## src/rtl/reset_sequencer_pkg.sv

```systemverilog
// ============================================================================
// reset_sequencer_pkg : state encodings, reset-cause codes, 40 MHz timing defaults
// Revision: 1.0
// ============================================================================
`default_nettype none

package reset_sequencer_pkg;

    typedef enum logic [2:0] {
        ST_POR_WAIT  = 3'd0,
        ST_LOCK_WAIT = 3'd1,
        ST_STRETCH   = 3'd2,
        ST_HOLD      = 3'd3,
        ST_RUN       = 3'd4
    } state_t;

    localparam logic [1:0] CAUSE_POR    = 2'b00;
    localparam logic [1:0] CAUSE_LOCK   = 2'b01;
    localparam logic [1:0] CAUSE_BUTTON = 2'b10;
    localparam logic [1:0] CAUSE_SW     = 2'b11;

    localparam int unsigned DEF_POR_CYCLES       = 400000;
    localparam int unsigned DEF_DEBOUNCE_CYCLES  = 200000;
    localparam int unsigned DEF_MIN_PULSE_CYCLES = 4000;
    localparam int unsigned DEF_CNT_W            = 20;

endpackage

`default_nettype wire

```

## src/rtl/reset_sequencer_if.sv

```systemverilog
// ============================================================================
// reset_sequencer_if : reset sources in, reset request and status out
// Revision: 1.0
// ============================================================================
`default_nettype none

interface reset_sequencer_if;
    logic       pll_locked;
    logic       button_n;
    logic       sw_reset_req;
    logic       reset_out_n;
    logic [1:0] reset_cause;
    logic       reset_active;

    modport master (
        output pll_locked, button_n, sw_reset_req,
        input  reset_out_n, reset_cause, reset_active
    );

    modport slave (
        input  pll_locked, button_n, sw_reset_req,
        output reset_out_n, reset_cause, reset_active
    );
endinterface

`default_nettype wire

```

## src/rtl/reset_sequencer_sync_debounce.sv

```systemverilog
// ============================================================================
// sync_debounce : 2-flop synchroniser with optional consecutive-stable debounce
// Revision: 1.0
// ============================================================================
`default_nettype none

module sync_debounce #(
    parameter int unsigned DEBOUNCE_CYCLES = 8,
    parameter int unsigned CNT_W           = 20,
    parameter logic        RESET_VAL       = 1'b0,
    parameter bit          BYPASS          = 1'b0
) (
    input  wire logic clock,
    input  wire logic reset_n,
    input  wire logic i_d,
    output logic      o_q
);

    logic r_s1;
    logic r_s2;

    always_ff @(posedge clock or negedge reset_n) begin
        if (!reset_n) begin
            r_s1 <= RESET_VAL;
            r_s2 <= RESET_VAL;
        end else begin
            r_s1 <= i_d;
            r_s2 <= r_s1;
        end
    end

    generate
        if (BYPASS) begin : g_bypass
            assign o_q = r_s2;
        end else begin : g_debounce
            localparam logic [CNT_W-1:0] C_DB_LAST = CNT_W'(DEBOUNCE_CYCLES - 1);

            logic [CNT_W-1:0] r_cnt;
            logic             r_db;

            // Output flips only after the input has disagreed for DEBOUNCE_CYCLES clocks in a row
            always_ff @(posedge clock or negedge reset_n) begin
                if (!reset_n) begin
                    r_cnt <= '0;
                    r_db  <= RESET_VAL;
                end else if (r_s2 == r_db) begin
                    r_cnt <= '0;
                end else if (r_cnt == C_DB_LAST) begin
                    r_cnt <= '0;
                    r_db  <= r_s2;
                end else begin
                    r_cnt <= r_cnt + 1'b1;
                end
            end

            assign o_q = r_db;
        end
    endgenerate

endmodule

`default_nettype wire

```

## src/rtl/reset_sequencer.sv

```systemverilog
// ============================================================================
// reset_sequencer : merges POR, PLL lock, pushbutton and software reset into
// one minimum-width active-low reset request. Optional macro RESET_SEQ_SW_REQ_EN
// enables the software reset request. Revision: 1.0
// ============================================================================
`default_nettype none

module reset_sequencer
    import reset_sequencer_pkg::*;
#(
    parameter int unsigned POR_CYCLES       = DEF_POR_CYCLES,
    parameter int unsigned DEBOUNCE_CYCLES  = DEF_DEBOUNCE_CYCLES,
    parameter int unsigned MIN_PULSE_CYCLES = DEF_MIN_PULSE_CYCLES,
    parameter int unsigned CNT_W            = DEF_CNT_W
) (
    input  wire logic         clock,
    input  wire logic         reset_n,
    reset_sequencer_if.slave  bus
);

    localparam logic [CNT_W-1:0] C_POR_LAST = CNT_W'(POR_CYCLES - 1);
    localparam logic [CNT_W-1:0] C_MIN_LAST = CNT_W'(MIN_PULSE_CYCLES - 1);

    logic w_lock_s;
    logic w_btn_db;
    logic w_btn_press;
    logic w_sw_req;

    sync_debounce #(
        .DEBOUNCE_CYCLES (DEBOUNCE_CYCLES),
        .CNT_W           (CNT_W),
        .RESET_VAL       (1'b0),
        .BYPASS          (1'b1)
    ) u_lock_sync (
        .clock   (clock),
        .reset_n (reset_n),
        .i_d     (bus.pll_locked),
        .o_q     (w_lock_s)
    );

    sync_debounce #(
        .DEBOUNCE_CYCLES (DEBOUNCE_CYCLES),
        .CNT_W           (CNT_W),
        .RESET_VAL       (1'b1),
        .BYPASS          (1'b0)
    ) u_btn_sync (
        .clock   (clock),
        .reset_n (reset_n),
        .i_d     (bus.button_n),
        .o_q     (w_btn_db)
    );

    assign w_btn_press = ~w_btn_db;

`ifdef RESET_SEQ_SW_REQ_EN
    assign w_sw_req = bus.sw_reset_req;
`else
    logic w_sw_unused;
    assign w_sw_unused = bus.sw_reset_req;
    assign w_sw_req    = 1'b0;
`endif

    state_t           r_state;
    state_t           w_next;
    logic [CNT_W-1:0] r_cnt;
    logic             w_cnt_clr;
    logic [1:0]       r_cause;
    logic [1:0]       w_cause_next;
    logic             r_out_n;

    always_comb begin
        w_next       = r_state;
        w_cnt_clr    = 1'b0;
        w_cause_next = r_cause;
        case (r_state)
            ST_POR_WAIT: begin
                if (r_cnt == C_POR_LAST) w_next = ST_LOCK_WAIT;
            end
            ST_LOCK_WAIT: begin
                if (w_lock_s) w_next = ST_STRETCH;
            end
            ST_STRETCH: begin
                if (!w_lock_s)               w_next    = ST_LOCK_WAIT;
                else if (w_btn_press)        w_next    = ST_HOLD;
                else if (w_sw_req)           w_cnt_clr = 1'b1;
                else if (r_cnt == C_MIN_LAST) w_next   = ST_RUN;
            end
            ST_HOLD: begin
                if (!w_lock_s)         w_next = ST_LOCK_WAIT;
                else if (!w_btn_press) w_next = ST_STRETCH;
            end
            ST_RUN: begin
                if (!w_lock_s) begin
                    w_next       = ST_LOCK_WAIT;
                    w_cause_next = CAUSE_LOCK;
                end else if (w_btn_press) begin
                    w_next       = ST_HOLD;
                    w_cause_next = CAUSE_BUTTON;
                end else if (w_sw_req) begin
                    w_next       = ST_STRETCH;
                    w_cause_next = CAUSE_SW;
                end
            end
            default: w_next = ST_POR_WAIT;
        endcase
    end

    // Count only in the timed states; any state change or restart clears it
    always_ff @(posedge clock or negedge reset_n) begin
        if (!reset_n) begin
            r_state <= ST_POR_WAIT;
            r_cnt   <= '0;
            r_cause <= CAUSE_POR;
            r_out_n <= 1'b0;
        end else begin
            r_state <= w_next;
            r_cause <= w_cause_next;
            r_out_n <= (w_next == ST_RUN);
            if ((w_next != r_state) || w_cnt_clr)
                r_cnt <= '0;
            else if ((r_state == ST_POR_WAIT) || (r_state == ST_STRETCH))
                r_cnt <= r_cnt + 1'b1;
        end
    end

    assign bus.reset_out_n  = r_out_n;
    assign bus.reset_active = ~r_out_n;
    assign bus.reset_cause  = r_cause;

endmodule

`default_nettype wire

```

## src/flat_wrapper.sv

```systemverilog
// flat-port wrapper written by rule: the top's interface ports become plain ports
module reset_sequencer_flat import reset_sequencer_pkg::*;
#(
    parameter int unsigned POR_CYCLES       = DEF_POR_CYCLES,
    parameter int unsigned DEBOUNCE_CYCLES  = DEF_DEBOUNCE_CYCLES,
    parameter int unsigned MIN_PULSE_CYCLES = DEF_MIN_PULSE_CYCLES,
    parameter int unsigned CNT_W            = DEF_CNT_W
)
  (clock, reset_n, bus_pll_locked, bus_button_n, bus_sw_reset_req, bus_reset_out_n, bus_reset_cause, bus_reset_active);
  reset_sequencer_if bus_i ();
  input  wire logic clock;
  input  wire logic reset_n;
  input wire logic [$bits(bus_i.pll_locked)-1:0] bus_pll_locked;
  input wire logic [$bits(bus_i.button_n)-1:0] bus_button_n;
  input wire logic [$bits(bus_i.sw_reset_req)-1:0] bus_sw_reset_req;
  output wire logic [$bits(bus_i.reset_out_n)-1:0] bus_reset_out_n;
  output wire logic [$bits(bus_i.reset_cause)-1:0] bus_reset_cause;
  output wire logic [$bits(bus_i.reset_active)-1:0] bus_reset_active;
  assign bus_i.pll_locked = bus_pll_locked;
  assign bus_i.button_n = bus_button_n;
  assign bus_i.sw_reset_req = bus_sw_reset_req;
  assign bus_reset_out_n = bus_i.reset_out_n;
  assign bus_reset_cause = bus_i.reset_cause;
  assign bus_reset_active = bus_i.reset_active;
  reset_sequencer #(.POR_CYCLES(POR_CYCLES), .DEBOUNCE_CYCLES(DEBOUNCE_CYCLES), .MIN_PULSE_CYCLES(MIN_PULSE_CYCLES), .CNT_W(CNT_W)) u_core (.clock(clock), .reset_n(reset_n), .bus(bus_i));
endmodule
```

## config.mk

```make
export PLATFORM = sky130hd
export DESIGN_NAME = reset_sequencer_flat
export DESIGN_NICKNAME = d
export VERILOG_FILES = /design/src/rtl/reset_sequencer_pkg.sv /design/src/rtl/reset_sequencer_if.sv /design/src/rtl/reset_sequencer_sync_debounce.sv /design/src/rtl/reset_sequencer.sv /design/src/flat_wrapper.sv
export SDC_FILE = /design/constraint.sdc
export NUM_CORES = 1
export LEC_CHECK = 0
export CORE_MARGIN = 2
export CORE_UTILIZATION = 56
export CTS_CLUSTER_SIZE = 16
export DETAILED_ROUTE_END_ITERATION = 7
export DONT_BUFFER_PORTS = 1
export PLACE_DENSITY = 0.8
export SETUP_SLACK_MARGIN = 0.3
export SLEW_MARGIN = 20
export SYNTH_ARGS = -nofsm -noshare
export SYNTH_HDL_FRONTEND = slang
export SYNTH_SLANG_ARGS = --single-unit
```

## constraint.sdc

```tcl
create_clock -name clock -period 1.65 [get_ports clock]
set_input_delay 0.2475 -clock clock [delete_from_list [all_inputs] [get_ports clock]]
set_output_delay 0.2475 -clock clock [all_outputs]
set_load 0.01 [all_outputs]
```

==> images/placement.png <==
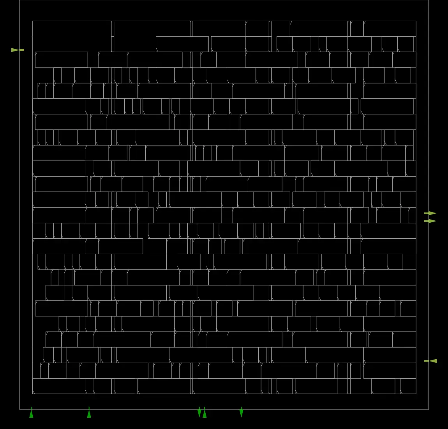
row count: 24
Seq/total area: 33.94%

==> images/metal_density.png <==
(4 px per um) The die is cut into 14 by 14 equal tiles; dark purple is low, yellow is high, scaled to the fullest tile. Values are wire area over tile area, all layers added.
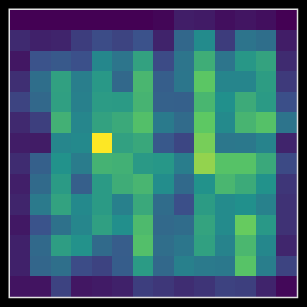
The mean over all tiles is 0.23. The fullest tile reaches 0.61. 31% of the tiles are over half the peak. The emptiest ninth of the die: north-west.
GRT Total Usage: 27.34%
via count: 2185
total wire length: 7376 um
DR WL/cell: 19.41 um

==> images/sizes.png <==
(4 px per um)
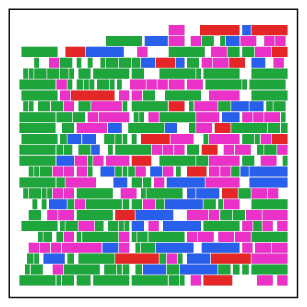
Key: _2 cells = blue [cells 37, share 11%]; _6 and larger = red [cells 19, share 5.8%]; _0 and _1 cells = green [cells 174, share 53%]; _3 and _4 cells = magenta [cells 98, share 30%]
worst setup margin: -0.1230 ns
Layout area overhead: 48.05%

==> images/power_grid.png <==
(6 px per um) Pins as bars on the die edge.
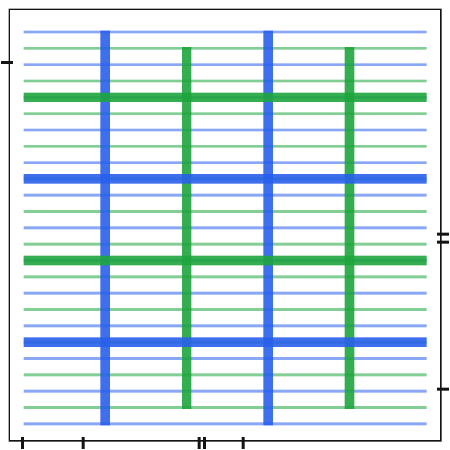
Key: VSS = blue; VDD = green
9 signal pins sit on the boundary. 25 met1 rails follow the rows. 4 straps on met5. 4 straps on met4.
Die X-Extent: 71.68 um
die extent in y: 71.68 um

==> results.cfg <==
; generated from flow reports
[outcome]
status = finished, violations left
failed_checks = negative hold slack, negative setup slack

[critical_path]
critPathLaunchType = flop
critPathCaptureType = flop
crit_path_end = u_core.r_cnt[18]$_DFFE_PN0P_
cpMaxStageDelayCell = or4_4
r2r.worst_path.cells = 6
crit_type = reg2reg
path_cells = or4_4, nor2_4, a31oi_4, o21ai_4, buf_12, nor2_1
regToRegStartpoint = u_core.r_cnt[19]$_DFFE_PN0P_

[logic_synthesis]
yosysUniqueCellTypes = 40
syn_inst = 261
synth.cell_area_sq_mm = 0.002565

[floorplan]
initCoreUtil_pct = 58.50

[final_timing]
hold_slack_ns = -0.3953
hold_viol = 51
fin_crit_ns = 1.773
fin_ws_ns = -0.1230
fin_skew_ns = 0.01463
tightest_slew_ns = 0.4471
rsz0062_at_grt = yes
finalSetupViolCount = 22

[layout]
design_area_sq_mm = 0.003797
final_cell_mix = 54 x buf_4, 41 x dfrtp_1, 28 x nor2_1
final_common_cell = buf_4

[cts]
cts_max_path_buffers = 2
cts-htree-levels = 2
cts_tree = done

[placement]
io_buffers = 0
pre_cts_ws_ns = -0.1937
hpwl_um = 3566

[global_route]
grt_pass1_vias = 2277
grtUsageMet1_pct = 30.78

[power_and_ir_drop]
p_comb_uw = 114
pwr-share-comb_pct = 4.7

[detailed_routing]
dr.pass1.iters = 4
drt-met1-wl_um = 2862
[sequential cells by signal, summed over array words and instances (netlist names)]
signal and cells:
u_core.r_cnt 20, u_core.u_btn_sync.g_debounce.r_cnt 20, u_core.r_state 3, u_core.bus.reset_cause 2, u_core.bus.reset_out_n 1, u_core.u_btn_sync.o_q 1
u_core.u_btn_sync.r_s1 1, u_core.u_btn_sync.r_s2 1, u_core.u_lock_sync.o_q 1, u_core.u_lock_sync.r_s1 1
[layout make-up]
type | count | area share, %
tap | 52 | 1.713
inverter | 8 | 0.7908
timing repair buffer | 68 | 16.44
clock inverter | 3 | 1.779
clock buffer | 5 | 1.812
sequential | 51 | 33.94
multi-input combinational | 193 | 43.53
[timing repair]
action | 4_1_cts | 5_1_grt
endpoints found under the setup margin | 45 | 45
gates resized | 51 | 39
pin swaps | 7 | 23
hold endpoints to repair | 53 | 51
buffers inserted | 16 | 12
gates cloned | 2 | 1
[synthesized netlist by cell type, types with 3 or more instances]
| cell | count |
|---|---|
| o21ai_0 | 4 |
| dfstp_2 | 3 |
| xnor2_1 | 23 |
| nand3_1 | 12 |
| nor3_1 | 13 |
| nand2_1 | 20 |
| inv_1 | 8 |
| a21oi_1 | 6 |
| dfrtp_1 | 48 |
| nor2_1 | 49 |
| and3_1 | 3 |
| clkbuf_1 | 4 |
| or4_4 | 3 |
| nand3b_1 | 3 |
| nor4_1 | 7 |
| xor2_1 | 15 |
| nand4_1 | 6 |
[cell families after synthesis]
logic type / Yosys count / share of synthesized area (%)
AOI/OAI and AO/OA: 17 / 4.342
xor gates and xnor gates: 38 / 12.98
adders and majority gates: 2 / 0.9755
buffers and inverters: 17 / 3.122
DFF: 51 / 49.90
muxes: 2 / 0.8780
and+or+nand+nor: 134 / 27.81
Power figures rest on the tool's default switching activity, not on a simulated workload.
